[config.mk]
export PLATFORM = sky130hd
export DESIGN_NAME = spi_slave_shift
export DESIGN_NICKNAME = d
export VERILOG_FILES = /design/src/rtl/spi_slave_shift.sv
export SDC_FILE = /design/constraint.sdc
export NUM_CORES = 1
export LEC_CHECK = 0
export CORE_MARGIN = 3
export CORE_UTILIZATION = 48
export CTS_CLUSTER_DIAMETER = 100
export DETAILED_ROUTE_END_ITERATION = 8
export PLACE_DENSITY_LB_ADDON = 0.3
export SLEW_MARGIN = 20
export SYNTH_ARGS = -nofsm -noshare
export SYNTH_HDL_FRONTEND = slang
export SYNTH_SLANG_ARGS = --single-unit
export TNS_END_PERCENT = 1
[constraint.sdc]
create_clock -name wb_clk -period 2.2 [get_ports wb_clk]
set_clock_uncertainty 0.2 [all_clocks]
set_input_delay 0.33 -clock wb_clk [delete_from_list [all_inputs] [get_ports wb_clk]]
set_output_delay 0.33 -clock wb_clk [all_outputs]
set_load 0.01 [all_outputs]
[src/rtl/spi_slave_shift.sv]
// spi_slave_shift: SPI responder clocked entirely by wb_clk.
// The sclk, ss_n and mosi pins are oversampled through 2-flop synchronisers.
// MOSI is deserialised into CHAR_LEN-bit words, and a host word is serialised onto MISO.
// The host side has a one-word TX buffer (valid/ready) and a one-cycle RX strobe.
// Optional build macro SPI_SLAVE_LSB_FIRST_EN: when defined, both shift
// registers run LSB-first; otherwise they run MSB-first.
module spi_slave_shift #(
   parameter int CHAR_LEN = 8,
   parameter int CNT_W    = 6
) (
   input  logic                wb_clk,
   input  logic                wb_reset_n,
   input  logic                cpol,
   input  logic                cpha,
   input  logic                sclk,
   input  logic                ss_n,
   input  logic                mosi,
   output logic                miso,
   output logic                miso_oe,
   input  logic [CHAR_LEN-1:0] tx_data,
   input  logic                tx_valid,
   output logic                tx_ready,
   output logic                tx_underrun,
   output logic [CHAR_LEN-1:0] rx_data,
   output logic                rx_valid,
   output logic                busy
);

   typedef enum logic [0:0] {
      ST_IDLE   = 1'b0,
      ST_ACTIVE = 1'b1
   } state_e;

   localparam logic [CNT_W-1:0]    CNT_LAST  = CNT_W'(CHAR_LEN);
   localparam logic [CNT_W-1:0]    CNT_ZERO  = {CNT_W{1'b0}};
   localparam logic [CNT_W-1:0]    CNT_ONE   = {{(CNT_W-1){1'b0}}, 1'b1};
   localparam logic [CHAR_LEN-1:0] WORD_ZERO = {CHAR_LEN{1'b0}};

   // Bit presented on MISO for a given transmit shift register.
   function automatic logic tx_out_bit(input logic [CHAR_LEN-1:0] sr);
`ifdef SPI_SLAVE_LSB_FIRST_EN
      return sr[0];
`else
      return sr[CHAR_LEN-1];
`endif
   endfunction

   // Advance the transmit register by one bit, zero fill.
   function automatic logic [CHAR_LEN-1:0] tx_advance(input logic [CHAR_LEN-1:0] sr);
`ifdef SPI_SLAVE_LSB_FIRST_EN
      return {1'b0, sr[CHAR_LEN-1:1]};
`else
      return {sr[CHAR_LEN-2:0], 1'b0};
`endif
   endfunction

   // Insert one received bit into the receive register.
   function automatic logic [CHAR_LEN-1:0] rx_insert(input logic [CHAR_LEN-1:0] sr,
                                                     input logic            din);
`ifdef SPI_SLAVE_LSB_FIRST_EN
      return {din, sr[CHAR_LEN-1:1]};
`else
      return {sr[CHAR_LEN-2:0], din};
`endif
   endfunction

   // Synchroniser stages plus registered copies for edge detection.
   logic sclk_meta_q, sclk_meta_d, sclk_sync_q, sclk_sync_d, sclk_prev_q, sclk_prev_d;
   logic ss_meta_q, ss_meta_d, ss_sync_q, ss_sync_d, ss_prev_q, ss_prev_d;
   logic mosi_meta_q, mosi_meta_d, mosi_sync_q, mosi_sync_d;

   // Core state.
   state_e              state_q, state_d;
   logic [CNT_W-1:0]    bit_cnt_q, bit_cnt_d;
   logic [CHAR_LEN-1:0] tx_sr_q, tx_sr_d;
   logic [CHAR_LEN-1:0] rx_sr_q, rx_sr_d;
   logic [CHAR_LEN-1:0] tx_buf_q, tx_buf_d;
   logic                buf_full_q, buf_full_d;

   // Registered outputs.
   logic [CHAR_LEN-1:0] rx_data_q, rx_data_d;
   logic                rx_valid_q, rx_valid_d;
   logic                tx_ready_q, tx_ready_d;
   logic                tx_underrun_q, tx_underrun_d;
   logic                miso_q, miso_d;
   logic                miso_oe_q, miso_oe_d;
   logic                busy_q, busy_d;

   // Decoded pin events.
   logic sclk_rise, sclk_fall, lead_edge, trail_edge, sample_edge, shift_edge;
   logic ss_fall, ss_rise, host_write, load_tx;
   logic [CNT_W-1:0] cnt_inc;

   assign sclk_rise   = sclk_sync_q & ~sclk_prev_q;
   assign sclk_fall   = ~sclk_sync_q & sclk_prev_q;
   assign lead_edge   = cpol ? sclk_fall : sclk_rise;
   assign trail_edge  = cpol ? sclk_rise : sclk_fall;
   assign sample_edge = cpha ? trail_edge : lead_edge;
   assign shift_edge  = cpha ? lead_edge : trail_edge;
   assign ss_fall     = ~ss_sync_q & ss_prev_q;
   assign ss_rise     = ss_sync_q & ~ss_prev_q;
   assign host_write  = tx_valid & tx_ready_q;
   assign cnt_inc     = bit_cnt_q + CNT_ONE;

   // Next-state logic: synchronisers, FSM, shift registers, TX buffer and outputs.
   always_comb begin
      sclk_meta_d   = sclk;
      sclk_sync_d   = sclk_meta_q;
      sclk_prev_d   = sclk_sync_q;
      ss_meta_d     = ss_n;
      ss_sync_d     = ss_meta_q;
      ss_prev_d     = ss_sync_q;
      mosi_meta_d   = mosi;
      mosi_sync_d   = mosi_meta_q;
      state_d       = state_q;
      bit_cnt_d     = bit_cnt_q;
      tx_sr_d       = tx_sr_q;
      rx_sr_d       = rx_sr_q;
      rx_data_d     = rx_data_q;
      rx_valid_d    = 1'b0;
      load_tx       = 1'b0;

      case (state_q)
         ST_IDLE: begin
            if (ss_fall) begin
               state_d   = ST_ACTIVE;
               bit_cnt_d = CNT_ZERO;
               load_tx   = 1'b1;
            end else begin
               state_d   = ST_IDLE;
            end
         end
         ST_ACTIVE: begin
            if (ss_rise) begin
               // Deselect wins over a coincident sample; the partial word is dropped.
               state_d   = ST_IDLE;
               bit_cnt_d = CNT_ZERO;
               rx_sr_d   = WORD_ZERO;
            end else if (sample_edge) begin
               rx_sr_d = rx_insert(rx_sr_q, mosi_sync_q);
               if (cnt_inc == CNT_LAST) begin
                  rx_data_d  = rx_sr_d;
                  rx_valid_d = 1'b1;
                  bit_cnt_d  = CNT_ZERO;
                  load_tx    = 1'b1;
               end else begin
                  bit_cnt_d  = cnt_inc;
               end
            end else if (shift_edge && (bit_cnt_q != CNT_ZERO)) begin
               // A shift edge before the first sample of a word is ignored so
               // the first bit stays on MISO.
               tx_sr_d = tx_advance(tx_sr_q);
            end else begin
               tx_sr_d = tx_sr_q;
            end
         end
         default: begin
            state_d   = ST_IDLE;
            bit_cnt_d = CNT_ZERO;
         end
      endcase

      // Word load: take the buffered word, or zeros when the buffer is empty.
      if (load_tx) begin
         tx_sr_d = buf_full_q ? tx_buf_q : WORD_ZERO;
      end else begin
         tx_sr_d = tx_sr_d;
      end
      tx_underrun_d = load_tx & ~buf_full_q;

      // A host write fills the buffer even when a load drains it in the same cycle.
      if (host_write) begin
         tx_buf_d   = tx_data;
         buf_full_d = 1'b1;
      end else if (load_tx) begin
         tx_buf_d   = tx_buf_q;
         buf_full_d = 1'b0;
      end else begin
         tx_buf_d   = tx_buf_q;
         buf_full_d = buf_full_q;
      end

      tx_ready_d = ~buf_full_d;
      miso_d     = tx_out_bit(tx_sr_d);
      miso_oe_d  = (state_d == ST_ACTIVE);
      busy_d     = (state_d == ST_ACTIVE);
   end

   // State register with synchronous active-low reset.
   always_ff @(posedge wb_clk) begin
      if (!wb_reset_n) begin
         sclk_meta_q   <= cpol;
         sclk_sync_q   <= cpol;
         sclk_prev_q   <= cpol;
         ss_meta_q     <= 1'b1;
         ss_sync_q     <= 1'b1;
         ss_prev_q     <= 1'b1;
         mosi_meta_q   <= 1'b0;
         mosi_sync_q   <= 1'b0;
         state_q       <= ST_IDLE;
         bit_cnt_q     <= CNT_ZERO;
         tx_sr_q       <= WORD_ZERO;
         rx_sr_q       <= WORD_ZERO;
         tx_buf_q      <= WORD_ZERO;
         buf_full_q    <= 1'b0;
         rx_data_q     <= WORD_ZERO;
         rx_valid_q    <= 1'b0;
         tx_ready_q    <= 1'b1;
         tx_underrun_q <= 1'b0;
         miso_q        <= 1'b0;
         miso_oe_q     <= 1'b0;
         busy_q        <= 1'b0;
      end else begin
         sclk_meta_q   <= sclk_meta_d;
         sclk_sync_q   <= sclk_sync_d;
         sclk_prev_q   <= sclk_prev_d;
         ss_meta_q     <= ss_meta_d;
         ss_sync_q     <= ss_sync_d;
         ss_prev_q     <= ss_prev_d;
         mosi_meta_q   <= mosi_meta_d;
         mosi_sync_q   <= mosi_sync_d;
         state_q       <= state_d;
         bit_cnt_q     <= bit_cnt_d;
         tx_sr_q       <= tx_sr_d;
         rx_sr_q       <= rx_sr_d;
         tx_buf_q      <= tx_buf_d;
         buf_full_q    <= buf_full_d;
         rx_data_q     <= rx_data_d;
         rx_valid_q    <= rx_valid_d;
         tx_ready_q    <= tx_ready_d;
         tx_underrun_q <= tx_underrun_d;
         miso_q        <= miso_d;
         miso_oe_q     <= miso_oe_d;
         busy_q        <= busy_d;
      end
   end

   assign miso        = miso_q;
   assign miso_oe     = miso_oe_q;
   assign tx_ready    = tx_ready_q;
   assign tx_underrun = tx_underrun_q;
   assign rx_data     = rx_data_q;
   assign rx_valid    = rx_valid_q;
   assign busy        = busy_q;

endmodule

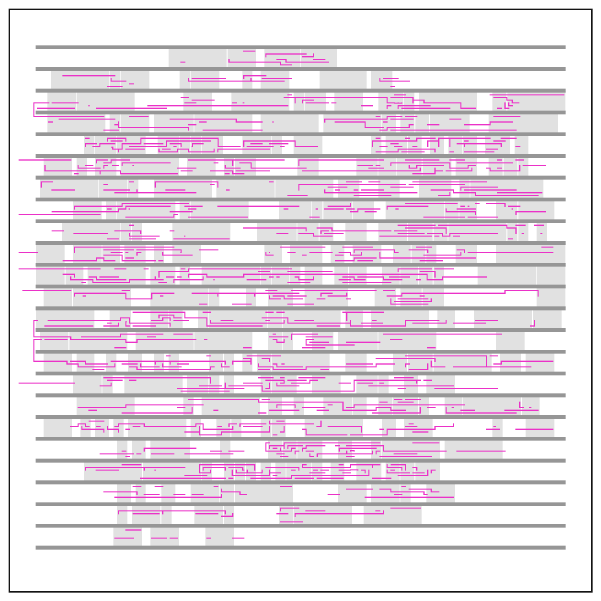
m1.png
(8 px per um) Supply wires on this layer in gray.
nets with wire on the layer: 276
wire length on this layer: 2290 um
main direction: horizontal
share of all routed wire: 50%
longest straight run: 22.9 um

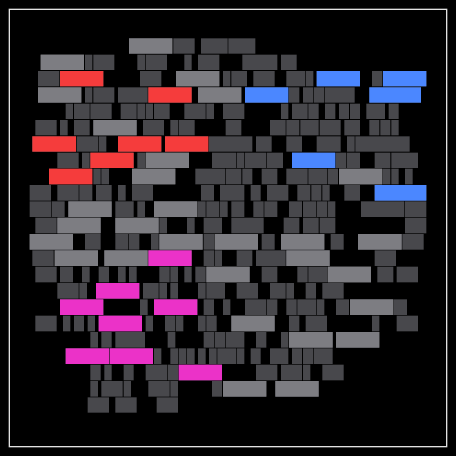
ff_map.png
(6 px per um)
| color | netlist name | sequential cells |
|---|---|---|
| blue | bit_cnt_q | 6 |
| magenta | tx_buf_q | 8 |
| red | rx_sr_q | 7 |

==> flow.log <==
[metrics] run summary
[metrics] synth warn: 0
[metrics] die width: 72.6 um
[metrics] ratio of cells with drive above 1 in the final layout: 12.7%
[metrics] fraction of the core area occupied by cells at floorplan: 51.4%
[metrics] maximum number of pins on one net before global-route repair: 22
[metrics] Total Wirelength: 4580 um
[metrics] antenna violations before repair: 0
[metrics] type of the worst min-delay path: register to register
[metrics] setup repair after global routing missed its margin: false
[metrics] OpenROAD warnings: 27
[metrics] filler cell count in the final layout: 371
[metrics] met3 layer wire length in the routed design: 253 um
[metrics] flops & latches, synth: 50
[metrics] Top-Level Pins: 30
[metrics] Critical Path Source Type: register
[metrics] number of sinks handled by clock tree synthesis: 50
[metrics] Vias/cell: 5.54
[metrics] count of endpoints failing setup in the final report: 0
[metrics] WL per Instance: 13.7 um
[metrics] total number of vias: 1846
[metrics] maximum buffer depth of the clock tree: 2
[metrics] class of the most critical setup path: register to register
[metrics] count of buffers from port buffering: 29
[metrics] final core occ: 64.8%
[metrics] row cnt: 23
[metrics] Floorplan Nets: 261
[metrics] Late-Pin Clk Latency: 310 ps
[metrics] first-pass GRT wire length: 7800 um
[metrics] worst path bufs/invs: 1
[metrics] Post-Synthesis Cell Area: 2130 sq um
[metrics] final total negative setup slack: 0 ps
[metrics] most numerous logic cell after layout: dfxtp_1
[metrics] Top Layout Cells: 48 x dfxtp_1, 35 x nand2_1, 29 x nor2_1, 27 x clkdlybuf4s50_1, 22 x a21oi_1
[metrics] power density over cell area: 632 nW/um^2
[metrics] arithmetic-cell share of the synthesized area counting full adders, half adders and majority gates: 1.17%
[metrics] number of standard cells after synthesis: 243
[metrics] first-iteration detailed-routing DRC count: 130
[metrics] overall routing resource usage: 18.7%
[metrics] compound-gate portion of the synthesized area: 17.1%
[metrics] maximum level of the CTS H-tree: 2
[metrics] die height: 72.6 um
[metrics] synthesized-area fraction occupied by and/or/nand/nor cells: 21.7%
[metrics] Main logic family: simple AND/OR/NAND/NOR gates
[metrics] count of max-cap constraint violations: 0
[metrics] Yosys Chip Area: 2130 sq um
[metrics] data required time of the worst path: 2190 ps
[metrics] mux cell area share after synthesis: 8.69%
[metrics] final-report hold violation count: 0
[metrics] topmost layer with routed signal wires: met4
[metrics] clock tree from TritonCTS: yes
[metrics] placeable core area: 4140 sq um
[metrics] clock transition at the registers of the reported paths: 90 ps
[metrics] type of element capturing the critical path: register
[metrics] final critical path time including I/O delays and setup: 2040 ps
[metrics] detailed-route wire length on metal 1: 2290 um
[metrics] largest vdd supply drop: 402 uV
[metrics] global route overflow: 0
[metrics] number of pins with negative max-slew slack in the final report: 0
[metrics] Area Overhead vs Synth: 25.9%
[metrics] cell type group with the largest total delay on the critical path: simple AND/OR/NAND/NOR gates
[metrics] number of cell instances after yosys synthesis: 243
[metrics] footprint of the flip-flops and latches: 1010 sq um
[metrics] multi-input gate area in the final layout: 1070 sq um
[metrics] post-CTS repair timing setup buffer count: 0
[metrics] top fanout value on the critical path: 8
[metrics] synth unique cells: 38
[metrics] Antenna Nets Post-Route: 0
[metrics] register share after synthesis: 46.9%
[metrics] cell at the root of the clock tree: clkbuf_8
[metrics] status: finished, final reports clean
[metrics] period utilization: 92.6%
[metrics] slew margin rel.: 77.5%
[metrics] Syn Area/Cell: 8.77 sq um
[metrics] Num CTS Buffers: 5
[metrics] HPWL Detailed: 3220 um
[metrics] number of inserted diodes: 0
[metrics] final weighted congestion in routability-driven placement: 0.751
[metrics] stage delay of the slowest cell on the critical path: 380 ps
[metrics] Worst Path Arrival: 2030 ps
[metrics] crit path max-delay cell type: dfxtp_4
[metrics] worst-path cell chain: ha_4 > and3_4 > nand4b_1 > a211oi_4 > buf_6 > mux2i_1 > nor2_1
[metrics] total number of nets in the final design: 301
-- registers in the layout, summed over array words and instances, names as in the netlist --
register and count:
rx_data 8, tx_buf_q 8, tx_sr_q 8, rx_sr_q 7
bit_cnt_q 6, buf_full_q 1, busy 1, mosi_meta_q 1
mosi_sync_q 1, rx_valid 1, sclk_meta_q 1, sclk_prev_d 1
sclk_prev_q 1, ss_meta_q 1, ss_prev_d 1, ss_prev_q 1
tx_ready 1, tx_underrun 1
-- power by group --
part / total, uW / switching [uW] / internal [uW]
Combinational: 206 / 103 / 102
Clock: 523 / 302 / 220
Sequential: 968 / 27.8 / 940
Total: 1700 / 434 / 1260
-- cell usage after synthesis --
library cell,n,share of area (%)
dfxtp_1,50,47
nand2_1,35,6.2
nor2_1,30,5.3
a21oi_1,22,5.2
mux2i_1,17,8.0
o21ai_0,12,2.8
clkbuf_1,9,1.6
a22oi_1,8,2.8
a221oi_1,7,2.9
nand2b_1,6,1.8
nor3_1,5,1.2
and2_1,4,1.2
inv_1,4,0.70
nand3_1,3,0.70
a311oi_1,2,0.82
and3_1,2,0.59
ha_1,2,1.2
nand3b_1,2,0.70
nand4b_1,2,0.82
nor2b_1,2,0.59
nor3b_1,2,0.70
a211oi_1,1,0.35
a211oi_4,1,0.94
a21boi_1,1,0.35
a31o_2,1,0.41
a31oi_1,1,0.29
and4b_1,1,0.47
buf_1,1,0.18
buf_4,1,0.35
buf_6,1,0.53
buf_8,1,0.70
mux2_4,1,0.70
nand2_2,1,0.29
nand3_2,1,0.47
nor2_2,1,0.29
o21ai_1,1,0.23
or4b_1,1,0.47
xor2_1,1,0.41
-- layer usage --
| layer | track usage (%) | vias up |
|---|---|---|
| met4 | 6.97 | 0 |
| met2 | 27.2 | 50 |
| met1 | 26.3 | 860 |
| met3 | 5.51 | 7 |
| met5 | 0 | - |
| li1 | - | 929 |
-- repair_timing --
| action | CTS | global route |
|---|---|---|
| setup endpoints to repair | 13 | 19 |
| gates resized | 1 | 13 |
| pin swaps | 0 | 3 |
| hold endpoints to repair | 0 | 0 |
| hold buffers | 0 | 0 |
-- metrics by stage --
| stage | instances | cell area, sq um | hold slack [ps] |
|---|---|---|---|
| after floorplan | 243 | 2130 | 186 |
| after global routing | 333 | 2680 | 248 |
| after detailed placement | 326 | 2550 | 205 |
| after global placement | 326 | 2550 | 200 |
| final | 333 | 2680 | 228 |
| after CTS | 333 | 2640 | 233 |
-- worst register-to-register path, stage by stage, from the launching register on --
cell and delay, ps:
dfxtp_4 380, ha_4 150, and3_4 200, nand4b_1 170, a211oi_4 380, buf_6 210
mux2i_1 190, nor2_1 50
-- path summary, 6_finish.rpt --
check,cells past startpoint,start,endpoint,slack [ps]
hold / removal,1,ss_meta_q,ss_prev_d,230
setup reg to reg,7,bit_cnt_q[0],rx_data[0],160
hold reg to reg,1,ss_meta_q,ss_prev_d,230
setup / recovery,7,bit_cnt_q[0],rx_data[0],160
-- layout make-up --
| class | instances | area share [%] |
|---|---|---|
| clock buffers | 5 | 2.56 |
| clock inverters | 2 | 0.513 |
| inverters | 4 | 0.559 |
| multi-input cells | 176 | 40.0 |
| flip-flops and latches | 50 | 37.6 |
| well taps | 50 | 2.33 |
| repair buffers | 46 | 16.5 |
Power figures rest on the tool's default switching activity, not on a simulated workload.
